<file path="src/rtl/fft_sched.sv">
// Two-requester block scheduler in front of a streaming FFT core.
// Grants whole blocks of 2^ldn samples round-robin, forwards the grantee's
// samples with one cycle of latency, and enforces an idle gap between blocks.
module fft_sched #(
  parameter int unsigned DW      = 16,
  parameter int unsigned GAP_CYC = 4
) (
  input  logic          clk_sys,
  input  logic          rst_sys,
  input  logic [1:0]    req_i,
  input  logic [3:0]    ldn0_i,
  input  logic [3:0]    ldn1_i,
  input  logic [1:0]    src_valid_i,
  output logic [1:0]    src_ready_o,
  input  logic [DW-1:0] src0_real_i,
  input  logic [DW-1:0] src0_imag_i,
  input  logic [DW-1:0] src1_real_i,
  input  logic [DW-1:0] src1_imag_i,
  output logic [1:0]    grant_o,
  output logic          block_sync_o,
  output logic          data_val_o,
  output logic [DW-1:0] data_real_o,
  output logic [DW-1:0] data_imag_o,
  output logic [3:0]    ldn_rg_o,
  output logic          done_o,
  output logic [1:0]    err_o,
  output logic          busy_o
);

  localparam int unsigned CW = 11;
  localparam int unsigned GW = 4;
  localparam logic [3:0] LDN_MIN = 4'd3;
  localparam logic [3:0] LDN_MAX = 4'd11;

  typedef enum logic [1:0] {
    IDLE = 2'd0,
    RUN  = 2'd1,
    GAP  = 2'd2
  } state_t;

  state_t        state;
  state_t        state_nxt;
  logic [CW-1:0] cnt;
  logic [GW-1:0] gap_cnt;
  logic          last_gnt;

  logic [1:0]    size_ok_c;
  logic [1:0]    legal_c;
  logic          sel_c;
  logic [1:0]    sel_oh_c;
  logic [3:0]    sel_ldn_c;
  logic          xfer_c;
  logic [CW-1:0] last_idx_c;
  logic          last_c;
  logic          gap_end_c;
  logic [DW-1:0] samp_re_c;
  logic [DW-1:0] samp_im_c;

  // State register
  always_ff @(posedge clk_sys) begin
    if (rst_sys) state <= IDLE;
    else         state <= state_nxt;
  end

  // Next-state logic
  always_comb begin
    state_nxt = state;
    case (state)
      IDLE:    if (|legal_c) state_nxt = RUN;
      RUN:     if (xfer_c && last_c) state_nxt = GAP;
      GAP:     if (gap_end_c) state_nxt = IDLE;
      default: state_nxt = IDLE;
    endcase
  end

  // Request qualification, arbitration and transfer decode
  always_comb begin
    size_ok_c[0] = (ldn0_i >= LDN_MIN) && (ldn0_i <= LDN_MAX);
    size_ok_c[1] = (ldn1_i >= LDN_MIN) && (ldn1_i <= LDN_MAX);
    legal_c      = req_i & size_ok_c;
    // Tie goes to the requester that was not granted last
    if (legal_c == 2'b11) sel_c = ~last_gnt;
    else                  sel_c = legal_c[1];
    sel_oh_c     = sel_c ? 2'b10 : 2'b01;
    sel_ldn_c    = sel_c ? ldn1_i : ldn0_i;
    xfer_c       = |(src_ready_o & src_valid_i);
    last_idx_c   = CW'((12'd1 << ldn_rg_o) - 12'd1);
    last_c       = (cnt == last_idx_c);
    gap_end_c    = (gap_cnt == GW'(GAP_CYC - 1));
    samp_re_c    = grant_o[1] ? src1_real_i : src0_real_i;
    samp_im_c    = grant_o[1] ? src1_imag_i : src0_imag_i;
  end

  // Registered outputs, sample counter, gap timer and arbitration history
  always_ff @(posedge clk_sys) begin
    if (rst_sys) begin
      src_ready_o  <= 2'b00;
      grant_o      <= 2'b00;
      block_sync_o <= 1'b0;
      data_val_o   <= 1'b0;
      data_real_o  <= '0;
      data_imag_o  <= '0;
      ldn_rg_o     <= 4'd0;
      done_o       <= 1'b0;
      err_o        <= 2'b00;
      busy_o       <= 1'b0;
      cnt          <= '0;
      gap_cnt      <= '0;
      last_gnt     <= 1'b1;
    end else begin
      err_o        <= req_i & ~size_ok_c;
      busy_o       <= (state_nxt != IDLE);
      data_val_o   <= xfer_c;
      block_sync_o <= xfer_c && (cnt == '0);
      done_o       <= xfer_c && last_c;
      if (xfer_c) begin
        data_real_o <= samp_re_c;
        data_imag_o <= samp_im_c;
        cnt         <= cnt + CW'(1);
      end
      case (state)
        IDLE: begin
          if (|legal_c) begin
            grant_o     <= sel_oh_c;
            src_ready_o <= sel_oh_c;
            ldn_rg_o    <= sel_ldn_c;
            cnt         <= '0;
            last_gnt    <= sel_c;
          end
        end
        RUN: begin
          if (xfer_c && last_c) begin
            grant_o     <= 2'b00;
            src_ready_o <= 2'b00;
            gap_cnt     <= '0;
          end
        end
        GAP:     gap_cnt <= gap_cnt + GW'(1);
        default: ;
      endcase
    end
  end

endmodule

</file>
<file path="config.mk">
export PLATFORM = sky130hd
export DESIGN_NAME = fft_sched
export DESIGN_NICKNAME = d
export VERILOG_FILES = /design/src/rtl/fft_sched.sv
export SDC_FILE = /design/constraint.sdc
export NUM_CORES = 1
export LEC_CHECK = 0
export ABC_AREA = 1
export CAP_MARGIN = 20
export CORE_MARGIN = 2
export CORE_UTILIZATION = 44
export DETAILED_ROUTE_END_ITERATION = 12
export PLACE_DENSITY = 0.81
export SYNTH_ARGS = -nofsm -noshare
export SYNTH_HDL_FRONTEND = slang
export SYNTH_SLANG_ARGS = --single-unit
export TNS_END_PERCENT = 100
</file>
<file path="constraint.sdc">
create_clock -name clk_sys -period 2.56 [get_ports clk_sys]
set_input_delay 0.512 -clock clk_sys [delete_from_list [all_inputs] [get_ports clk_sys]]
set_output_delay 0.512 -clock clk_sys [all_outputs]
set_load 0.05 [all_outputs]
</file>
Figure 1. Register map, names as in the netlist.
Other sequential cells in the stronger gray, the rest of the logic in the fainter gray.
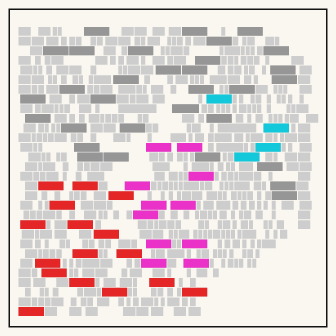
- `ldn_rg_o`: cyan (flops 4; where middle right)
- `cnt`: magenta (flops 11)
- `data_imag_o`: red (flops 16; where lower left)
- not colored: 31
power attributed to sequential cells: 1.08 mW
sequential fraction of total cell area: 26.5%
sequential cell area: 0.00124 mm^2
Layout Utilization: 67.8%

Figure 2. Wiring by layer.
Only two layers are drawn.
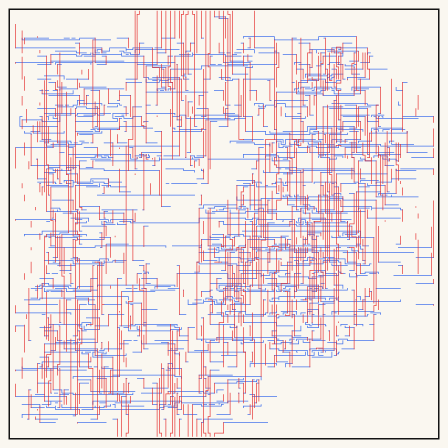
- M2: red (wire length 3930 um)
- M1: blue (wire length 3730 um)
average detailed-routed wire length per instance: 12.7 um
total routed wirelength: 8740 um
vias post-DR: 3382
overall global routing resource usage: 22.7%

==> metrics.yaml <==
pwr:
  fin_total_pwr_mw: 2.90
  power.leakage_nw: 2.01
  pwr_density_cell_mw_per_mm2: 619
  peakVddDrop_mv: 0.422
synthesis:
  synth.cellmix.simpleShare_pct: 27.6
  syn_area_mm2: 0.00318
  edff_count_synth: 0
  top_logic_kind: "simple AND/OR/NAND/NOR gates"
  async_flop_share_pct: 0
  synth_sequential_area_ratio_pct: 39.1
  synthCells: 473
  synth_warnings: 0
  yosysChipArea_mm2: 0.00318
  dominantRegCellSynth: "dfxtp_1"
  synth_stat.cells: 473
  ys_types: 30
  synthesis.area_per_instance_um2: 6.72
  ys_ff: 62
  post_synthesis_adder_cell_area_fraction_pct: 1.57
  synth_xor_xnor_area_share_pct: 1.65
  ys_sh_mux_pct: 0
  syn_nets: 555
  compound_gate_fraction_of_synth_area_pct: 19.1
global_route:
  grt_pass1_vias: 3219
  antenna_violations_before_repair: 0
  grt_max_degree: 69
  grt_remaining_overflow: 0
  wire_length_of_the_first_global_routing_pass_um: 14100
clock_tree:
  clock_pin_transition_on_the_worst_setup_and_hold_timing_paths_ns: 0.08
  tritoncts_num_sinks: 62
  post-cts-setup-buffers: 0
  tritoncts: "built"
  cell_chosen_for_the_clock_root: "clkbuf_8"
  number_of_buffers_inserted_by_hold_repair_at_cts: 0
  cts_buffer_depth: 2
  postCtsResizedCells: 0
  clock.latency.late_pin_ns: 0.34
  cts_htree_levels: 3
  numCtsBuffers: 9
cells_and_area:
  finish.cell_count_without_fillers: 688
  area_delta_synth_final_pct: 47.4
  post_route_cells_drive_above_1_share_pct: 7.94
  n_fill_cell: 599
  layout.nets: 669
  antenna_cells: 0
  finished_layout_cell_area_mm2: 0.00468
final_timing:
  setup_total_negative_slack_ns: 0
  relSlewSlack_pct: 60.1
  final_critical_path_setup_slack_ns: 0.282
  worstMarginPinSlew_ns: 0.598
  fin_worst_hold_slack_ns: 0.506
  min_period_over_period_pct: 89.0
  grt_setup_unrepaired: "no"
  final-hold-violation-count: 0
  fin_crit_ns: 2.28
  timing.final.setup_violations: 0
  worst_clock_skew_ns: 0.00970
  max_freq_ghz: 0.439
  timing.final.max_slew_violations: 0
place:
  place_inst: 672
  placed_cell_area_mm2: 0.00446
  portBuffers: 123
  gp_congestion: 0.875
  dp_worst_setup_slack_ns: 0.143
  hpwl_um: 6250
route:
  ant_nets: 0
  drtPass1Iterations: 6
  dr.first_iter.drc_count: 138
  post_drt_via_cell_ratio: 4.92
  drt_drc_violations_left: 0
setup_path:
  worst-endpoint-arrival_ns: 1.77
  critPathMaxFanout: 8
  setup.worst_path.end_class: "output port"
  cp_num_buf_inv: 1
  cp_top_family: "buffers and inverters"
  start_kind: "register"
  worst-setup-path-type: "register to output port"
  cpPeakStageDelay_ns: 0.88
  critical_path_cell_with_the_highest_stage_delay: "clkdlybuf4s50_1"
  worstPathRequired_ns: 2.05
  path_cells: "clkdlybuf4s50_1"
floorplanning:
  fp.dieH_um: 89.0
  die_area_mm2: 0.00792
  std_cell_rows: 30
  floorplan.core_util_pct: 46.0
  ios: 124
  placeableCoreArea_mm2: 0.00691
  fp.dieW_um: 89.0
outcome:
  outcome: "complete, no violations"
job:
  max_cap_violations: 0
  stage_log_warnings: 27
worst_hold_path:
  hold_class: "register to register"
Figure 3. Track usage over the die.
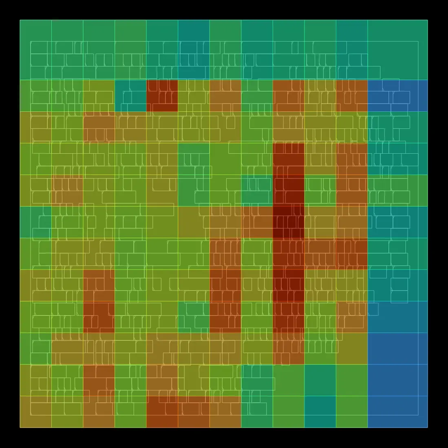
Global Route met1 Usage: 26.9%
met3 usage: 10.2%
global routing's busiest layer: met2

Figure 4. Zoomed window.
Window x 54 to 79, y 10 to 35 um. Cells in gray, sequential cells in the stronger gray; small squares are vias.
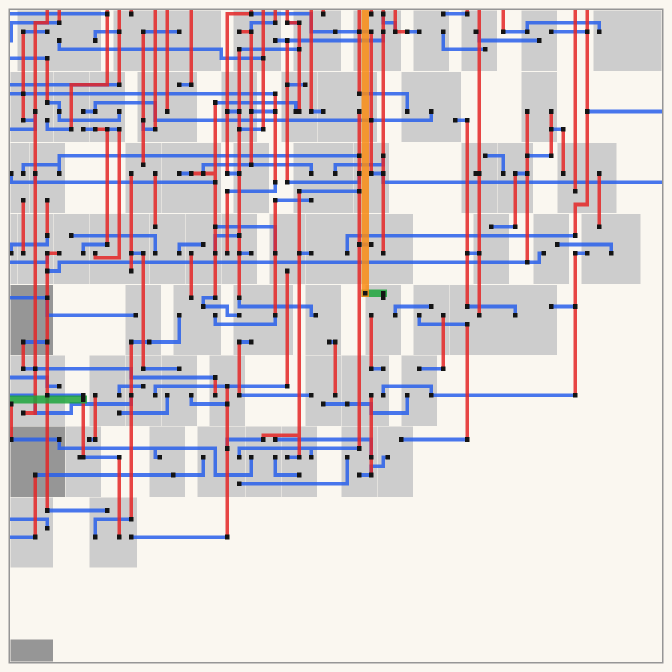
- M2: red
- M1: blue
- M3: green
- M4: orange
- most frequent: nand2_1 (23), inv_1 (9), nand2_2 (6)
- sequential cells in the window: 0
- cells with their middle in the window: 62

## metal layers
| metal | up-vias | share of wire, % | track usage, % |
|---|---|---|---|
| met5 | - | 0 | 0 |
| met4 | 0 | 1.4 | 7.60 |
| met3 | 10 | 11 | 10.2 |
| met2 | 132 | 45 | 37.0 |
| met1 | 1495 | 43 | 26.9 |
| li1 | 1745 | - | - |
## kinds of logic (layout without fill, tap and decap cells)
kind of cell,count (synthesis),count (layout)
AND/OR/NAND/NOR,193,193
adder cells (fa/ha/maj),4,4
XOR/XNOR,6,6
flip-flops,62,62
buffers and inverters,90,209
AND-OR/OR-AND,118,118
## power by group
part	switching [mW]	leakage [nW]	internal, mW
Clock	0.412	0.106	0.551
Combinational	0.524	1.40	0.330
Sequential	0.0492	0.506	1.03
## synth_stat cells, drive strengths merged, types with 2 or more instances
cell	instances	area (um^2)
a31oi	5	31.3
ha	4	50.1
o21ai	35	175
dfxtp	62	1240
xor2	5	43.8
nor3b	2	15.0
buf	5	32.5
a21oi	74	370
nand3	22	115
nor2	71	314
nor4	4	25.0
clkbuf	20	75.1
inv	65	244
nand4	3	33.8
nor3	5	25.0
nand2	85	342
## path summary, 6_finish.rpt
| kind | start | to | slack, ns | cells after the start |
|---|---|---|---|---|
| setup reg to reg | ldn_rg_o[0] | busy_o | 0.50 | 13 |
| hold reg to reg | last_gnt | last_gnt | 0.51 | 2 |
| hold / removal | last_gnt | last_gnt | 0.51 | 2 |
| setup / recovery | ldn_rg_o[2] | ldn_rg_o[2] | 0.28 | 1 |
## registers in the layout, indices dropped and copies added (netlist names), 2 cells and up
name	count
data_real_o	16
gap_cnt	4
grant_o	2
state	2
data_imag_o	16
ldn_rg_o	4
err_o	2
cnt	11
## cell type report
type	instances	area [um^2]	share of cell area, %
multi-input combinational	321	1590	33.9
timing repair buffer	128	1270	27.1
sequential	62	1240	26.5
inverter	65	244	5.21
clock buffer	9	124	2.64
tap	96	120	2.56
clock inverter	7	97.6	2.08
## tightest hold or removal path, delay by kind of cell, from the launching register on
| family | cells | cell delay (ns) |
|---|---|---|
| DFF | 1 | 0.32 |
| and+or+nand+nor | 2 | 0.14 |
## layout by cell type (no fill, tap or decap), types with 2 or more instances in the layout
| cell type | instances |
|---|---|
| clkdlybuf4s50_1 | 123 |
| nand2_1 | 75 |
| a21oi_1 | 74 |
| nor2_1 | 62 |
| inv_1 | 62 |
| dfxtp_1 | 61 |
| o21ai_0 | 34 |
| nand3_1 | 21 |
| nand2_2 | 10 |
| clkbuf_8 | 9 |
| nor2_4 | 5 |
| nor3_1 | 5 |
| xor2_1 | 5 |
| a31oi_1 | 5 |
| buf_4 | 5 |
| nor2_2 | 4 |
| nor4_1 | 4 |
| ha_1 | 4 |
| inv_2 | 3 |
| nor3b_1 | 2 |
| nand4_1 | 2 |
| clkinvlp_4 | 2 |
| bufinv_16 | 2 |
Power figures rest on the tool's default switching activity, not on a simulated workload.
